==> config.mk <==
export PLATFORM = sky130hd
export DESIGN_NAME = button_conditioner_flat
export DESIGN_NICKNAME = d
export VERILOG_FILES = /design/src/rtl/button_conditioner_if.sv /design/src/rtl/button_conditioner.sv /design/src/flat_wrapper.sv
export SDC_FILE = /design/constraint.sdc
export NUM_CORES = 1
export LEC_CHECK = 0
export ABC_AREA = 0
export CORE_MARGIN = 2
export CORE_UTILIZATION = 40
export CTS_BUF_LIST = sky130_fd_sc_hd__clkbuf_4 sky130_fd_sc_hd__clkbuf_8
export DETAILED_ROUTE_END_ITERATION = 7
export GPL_TIMING_DRIVEN = 0
export HOLD_SLACK_MARGIN = 0.02
export MAX_ROUTING_LAYER = met4
export PLACE_DENSITY_LB_ADDON = 0.1
export SLEW_MARGIN = 20
export SYNTH_ARGS = -nofsm -noshare
export SYNTH_HDL_FRONTEND = slang
export SYNTH_SLANG_ARGS = --single-unit
==> constraint.sdc <==
create_clock -name clk -period 4.25 [get_ports clk]
set_clock_uncertainty 0.05 [all_clocks]
set_input_delay 0.85 -clock clk [delete_from_list [all_inputs] [get_ports clk]]
set_output_delay 0.85 -clock clk [all_outputs]
set_load 0.05 [all_outputs]
==> src/rtl/button_conditioner_if.sv <==
// Button bundle between the raw push-button pins and the stopwatch control FSM.
interface button_conditioner_if #(
  parameter int unsigned N_BUTTONS = 4
);
  logic [N_BUTTONS-1:0] btn_raw;
  logic [N_BUTTONS-1:0] btn_level;
  logic [N_BUTTONS-1:0] btn_pulse;

  modport master (output btn_raw, input btn_level, input btn_pulse);
  modport slave  (input btn_raw, output btn_level, output btn_pulse);
endinterface

==> src/rtl/button_conditioner.sv <==
// Stopwatch button front end: per channel a 2-flop synchronizer, a stable-time
// debounce counter, a registered debounced level and a one-cycle press pulse.
module button_conditioner #(
  parameter int unsigned N_BUTTONS       = 4,
  parameter int unsigned DEBOUNCE_CYCLES = 500_000
) (
  input  logic                clk,
  input  logic                n_rst,
  button_conditioner_if.slave btn_if
);
  localparam int unsigned      CNT_W    = $clog2(DEBOUNCE_CYCLES + 1);
  localparam logic [CNT_W-1:0] CNT_LAST = CNT_W'(DEBOUNCE_CYCLES - 1);

  logic [N_BUTTONS-1:0] s1_q, s1_d;
  logic [N_BUTTONS-1:0] s2_q, s2_d;
  logic [N_BUTTONS-1:0] level_q, level_d;
  logic [N_BUTTONS-1:0] pulse_q, pulse_d;
  logic [CNT_W-1:0]     cnt_q [N_BUTTONS];
  logic [CNT_W-1:0]     cnt_d [N_BUTTONS];

  // Next state: synchronize, then flip the level after DEBOUNCE_CYCLES consecutive mismatches.
  always_comb begin
    s1_d    = btn_if.btn_raw;
    s2_d    = s1_q;
    level_d = level_q;
    pulse_d = '0;
    for (int unsigned i = 0; i < N_BUTTONS; i++) begin
      cnt_d[i] = '0;
      if (s2_q[i] != level_q[i]) begin
        if (cnt_q[i] == CNT_LAST) begin
          level_d[i] = s2_q[i];
          pulse_d[i] = s2_q[i];
        end else begin
          cnt_d[i] = cnt_q[i] + CNT_W'(1);
        end
      end
    end
  end

  // State registers with synchronous active-low reset.
  always_ff @(posedge clk) begin
    if (!n_rst) begin
      s1_q    <= '0;
      s2_q    <= '0;
      level_q <= '0;
      pulse_q <= '0;
      for (int unsigned i = 0; i < N_BUTTONS; i++) begin
        cnt_q[i] <= '0;
      end
    end else begin
      s1_q    <= s1_d;
      s2_q    <= s2_d;
      level_q <= level_d;
      pulse_q <= pulse_d;
      for (int unsigned i = 0; i < N_BUTTONS; i++) begin
        cnt_q[i] <= cnt_d[i];
      end
    end
  end

  assign btn_if.btn_level = level_q;
  assign btn_if.btn_pulse = pulse_q;
endmodule

==> src/flat_wrapper.sv <==
// flat-port wrapper written by rule: the top's interface ports become plain ports
module button_conditioner_flat 
#(
  parameter int unsigned N_BUTTONS       = 4,
  parameter int unsigned DEBOUNCE_CYCLES = 500_000
)
  (clk, n_rst, btn_if_btn_raw, btn_if_btn_level, btn_if_btn_pulse);
  button_conditioner_if #(.N_BUTTONS(N_BUTTONS)) btn_if_i ();
  input  logic clk;
  input  logic n_rst;
  input wire logic [$bits(btn_if_i.btn_raw)-1:0] btn_if_btn_raw;
  output wire logic [$bits(btn_if_i.btn_level)-1:0] btn_if_btn_level;
  output wire logic [$bits(btn_if_i.btn_pulse)-1:0] btn_if_btn_pulse;
  assign btn_if_i.btn_raw = btn_if_btn_raw;
  assign btn_if_btn_level = btn_if_i.btn_level;
  assign btn_if_btn_pulse = btn_if_i.btn_pulse;
  button_conditioner #(.N_BUTTONS(N_BUTTONS), .DEBOUNCE_CYCLES(DEBOUNCE_CYCLES)) u_core (.clk(clk), .n_rst(n_rst), .btn_if(btn_if_i));
endmodule
==> impl_metrics.env, run 1 <==
# yosys + openroad results
export IMPL_place_area_um2=4400
export IMPL_gr_usage_all_layers=0.156
export IMPL_grt_pass1_wl_mm=13.7
export IMPL_ctsResizeCount=0
export IMPL_maxCapViolCount=0
export IMPL_drive_above_1_share=0.0838
export IMPL_period_minus_slack_ns=2.51
export IMPL_async_flop_share=0
export IMPL_antennaDiodeCount=0
export IMPL_cts_hold_buf=0
export IMPL_power_frac_comb=0.015
export IMPL_detail_route_first_pass_iterations=4
export IMPL_routed_via_density=5.07
export IMPL_nets=494
export IMPL_ys_sh_adder=0.0122
export IMPL_top_area_frac=0.449
export IMPL_maxUsedRoutingLayer="met4"
export IMPL_pre_cts_ws_ns=1.69
export IMPL_layout_top_cell="dfxtp_1"
export IMPL_path_delay_family="buffers and inverters"
export IMPL_max_slew_worst_pin_slew_ns=0.522
export IMPL_utilization=0.466
export IMPL_grt_start_max_net_pins=14
export IMPL_final_cells=622
export IMPL_worst_path_buf_inv=1
export IMPL_power_leakage_nw=1.36
export IMPL_aoi_share=0.0439
export IMPL_finalCritPeriodShare=0.592
export IMPL_cts_root_buf="clkbuf_8"
export IMPL_met3_length_um=278
export IMPL_slew_viol_final=0
export IMPL_hpwlAfterDp_mm=5.40
export IMPL_syn_inst=460
export IMPL_largest_reg_flops=76
export IMPL_yosysTopAreaCell="dfxtp_1"
export IMPL_slew_limit_headroom=0.651
export IMPL_top_usage_layer="met2"
export IMPL_cts_tree="built"
export IMPL_simple_gate_share=0.325
export IMPL_status="finished, final reports clean"
export IMPL_warnings=26
export IMPL_fp_nets=470
==> run 1: cells in the mapped netlist, types with 2 or more instances <==
cell / n
a21oi_1: 11
nand3_1: 28
or3b_1: 2
nor2_1: 81
or2_2: 3
nand2_1: 33
or4_1: 5
nor3_1: 16
o31ai_1: 3
buf_2: 7
ha_1: 4
and2_1: 10
and3_1: 4
and4_1: 3
mux2i_1: 5
nor4_1: 21
o21ai_0: 5
inv_1: 11
xnor2_1: 44
or3_1: 5
nand4_4: 2
nand4_1: 18
buf_6: 2
clkbuf_1: 3
xor2_1: 17
dfxtp_1: 92
nor4b_1: 6
==> run 1: final cells by class <==
cell class,count,area [µm²],area share
Sequential cell,92,1840,0.401
Timing Repair Buffer,13,130,0.0283
Multi-Input combinational cell,344,2150,0.468
Tap cell,133,166,0.0362
Clock buffer,15,188,0.0408
Inverter,11,41.3,0.00899
Clock inverter,1,5.00,0.00109
Buffer,13,73.8,0.0161
==> run 1: per-stage QoR <==
step                total power [W]  hold slack (ns)
global route                0.00152            0.415
floorplan                  0.000901            0.362
detailed placement         0.000911            0.368
global placement           0.000911            0.365
finish                      0.00145            0.387
CTS                         0.00149            0.388
==> run 1: worst paths after layout <==
| check | start | to | slack (ns) | depth (start not counted) |
|---|---|---|---|---|
| max | u_core.btn_if.btn_level[1]$_SDFFE_PN0P_ | btn_if_btn_level[1] | 1.74 | 1 |
| min reg2reg | u_core.s1_q[3]$_SDFF_PN0_ | u_core.s2_q[3]$_SDFF_PN0_ | 0.39 | 1 |
| min | u_core.s1_q[3]$_SDFF_PN0_ | u_core.s2_q[3]$_SDFF_PN0_ | 0.39 | 1 |
| max reg2reg | u_core.cnt_q[0][0]$_SDFF_PP0_ | u_core.cnt_q[0][15]$_SDFF_PP0_ | 2.23 | 6 |
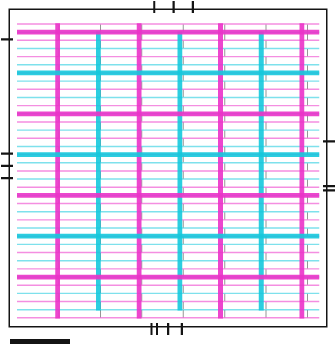
(run_1/pdn.png)
Bar = 20 µm. Pins as bars on the die edge. Tap cells in grey.
net	colour
VSS	magenta
VDD	cyan
met4 straps	7
met1 rails	37
tap cells	133
met5 straps	7
Die Ht: 105 µm
Worst VDD drop: 0.000229 V

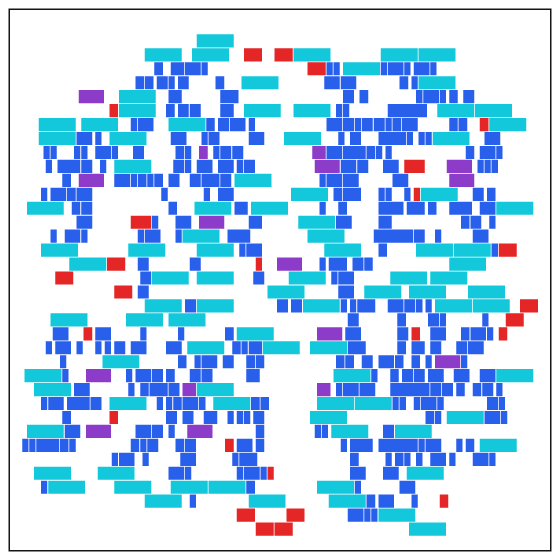
(run_1/cell_classes.png)
class	colour	cells	share of their area
other buffers and delay cells	red	26	4.6%
flip-flops	cyan	92	42%
clock drivers and dummy loads	purple	16	4.4%
all other logic	blue	355	49%
final instance area: 4590 µm²
core box area: 9860 µm²
placement row count: 36
flop share of the area: 0.401

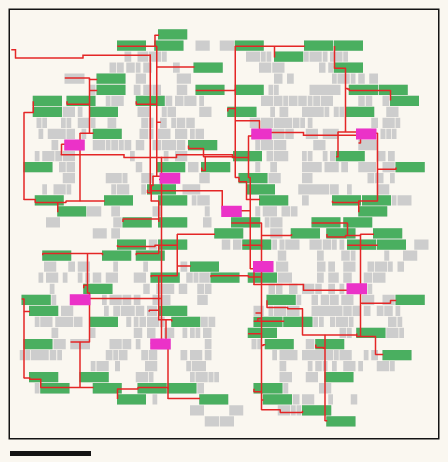
(run_1/clock_map.png)
Bar = 20 µm.
[cells driving clock nets] magenta | count: 9
[flip-flops] green | count: 92
[clock wires] red | length: 1150 µm
flops lie	spread over the die
routed clock nets	10
clock share of power: 0.388
P_clk: 0.000563 W
Late-Pin Clk Latency: 0.36 ns

==> run 2, diff against run 1 <==
==> constraint.sdc (replaced) <==
create_clock -name clk -period 2.4 [get_ports clk]
set_clock_uncertainty 0.05 [all_clocks]
set_input_delay 0.48 -clock clk [delete_from_list [all_inputs] [get_ports clk]]
set_output_delay 0.48 -clock clk [all_outputs]
set_load 0.05 [all_outputs]
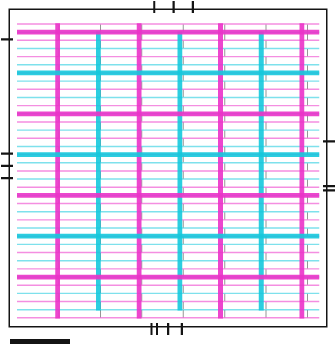
(run_2/pdn.png)
Bar = 20 µm. Pins as bars on the die edge. Tap cells in grey.
net	colour
VSS	magenta
VDD	cyan
rows	36
met5 straps	7
Die X: 105 µm
Worst VDD drop: 0.000405 V

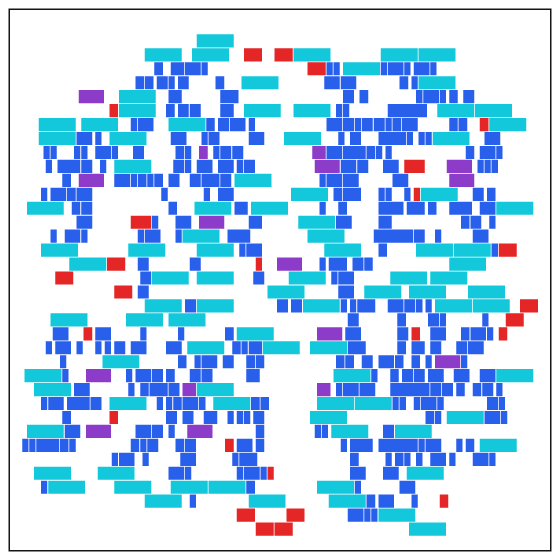
(run_2/cell_classes.png)
Final Core Density: 0.466

==> impl_metrics.env, run 2 <==
# yosys + openroad results
export IMPL_ctsResizeCount=0
export IMPL_maxCapViolCount=0
export IMPL_yosysTopAreaCell="dfxtp_1"
export IMPL_period_minus_slack_ns=2.14
export IMPL_clkPwrFrac=0.388
export IMPL_hold_viol=0
export IMPL_max_slew_worst_pin_slew_ns=0.522
export IMPL_clkLatencyLatePin_ns=0.36
export IMPL_powerClk_w=0.000998
export IMPL_cts_root_buf="clkbuf_8"
export IMPL_fp_nets=470
export IMPL_detail_route_first_pass_iterations=4
export IMPL_clock_fmax_mhz=466
export IMPL_max_stage_delay_ns=0.84
export IMPL_cts_hold_buf=0
export IMPL_drive_above_1_share=0.0838
export IMPL_core_area_um2=9860
export IMPL_layout_top_cell="dfxtp_1"
export IMPL_hpwlAfterDp_mm=5.40
export IMPL_cp_max_fo=4
export IMPL_cts_buffers=9
export IMPL_finalCritPeriodShare=0.894
export IMPL_worst_path_buf_inv=1
export IMPL_cts_tree="built"
export IMPL_syn_area_um2=4110
export IMPL_path_delay_family="buffers and inverters"
export IMPL_top_logic_kind="simple AND/OR/NAND/NOR gates"
export IMPL_setup_tns_ns=0
export IMPL_top_area_frac=0.449
export IMPL_common_cells="92 x dfxtp_1, 81 x nor2_1, 44 x xnor2_1"
export IMPL_rows=36
export IMPL_pwr_group_sequential_w=0.00154
export IMPL_status="finished, final reports clean"
export IMPL_aoi_share=0.0439
export IMPL_most_common_cell="dfxtp_1"
export IMPL_slew_limit_headroom=0.651
export IMPL_power_leakage_nw=1.36
export IMPL_gr_usage_all_layers=0.156
export IMPL_ys_sh_adder=0.0122
export IMPL_total_power_w=0.00257
export IMPL_syn_inst=460
export IMPL_grt_pass1_wl_mm=13.7
export IMPL_largest_reg_flops=76
export IMPL_warnings=26
export IMPL_antennaDiodeCount=0
## run 2: logic make-up (layout without fill, tap and decap cells)
logic type               Yosys count  after routing
flip-flops                        92             92
AND/OR/NAND/NOR                  248            248
AND-OR/OR-AND                     26             26
adder cells (fa/ha/maj)            4              4
buffers and inverters             24             53
XOR/XNOR                          61             61
multiplexers                       5              5
## run 2: per-stage QoR
step / instances / worst slack, ns / hold slack, ns / area (µm²) / utilization
final: 622 / 0.255 / 0.387 / 4590 / 0.466
after CTS: 622 / 0.199 / 0.388 / 4590 / 0.466
after detailed placement: 606 / 0.211 / 0.368 / 4400 / 0.446
after global routing: 622 / 0.176 / 0.415 / 4590 / 0.466
after floorplan: 460 / 0.555 / 0.362 / 4110 / -
after global placement: 606 / 0.224 / 0.365 / 4400 / 0.446
## run 2: final cells by class
class                           instances  area [µm²]
Fill cell                             962        5270
Multi-Input combinational cell        344        2150
Clock inverter                          1        5.00
Timing Repair Buffer                   13         130
Inverter                               11        41.3
Sequential cell                        92        1840
Buffer                                 13        73.8
Clock buffer                           15         188
Tap cell                              133         166
## run 2: final timing paths
path	start	end	slack, ns	cells after the start
worst max-delay path	u_core.btn_if.btn_level[1]$_SDFFE_PN0P_	btn_if_btn_level[1]	0.26	1
worst min-delay path	u_core.s1_q[3]$_SDFF_PN0_	u_core.s2_q[3]$_SDFF_PN0_	0.39	1
worst max register to register	u_core.cnt_q[0][0]$_SDFF_PP0_	u_core.cnt_q[0][15]$_SDFF_PP0_	0.38	6
worst min register to register	u_core.s1_q[3]$_SDFF_PN0_	u_core.s2_q[3]$_SDFF_PN0_	0.39	1
## run 2: metal layers
metal  vias to the layer above  GRT usage  part of all wire
li1                       1665          -                 -
met3                        10     0.0470             0.036
met5                         -          -                 0
met1                      1440      0.192              0.49
met2                        41      0.242              0.46
met4                         0     0.0533             0.014
Power and IR drop assume default switching activity.
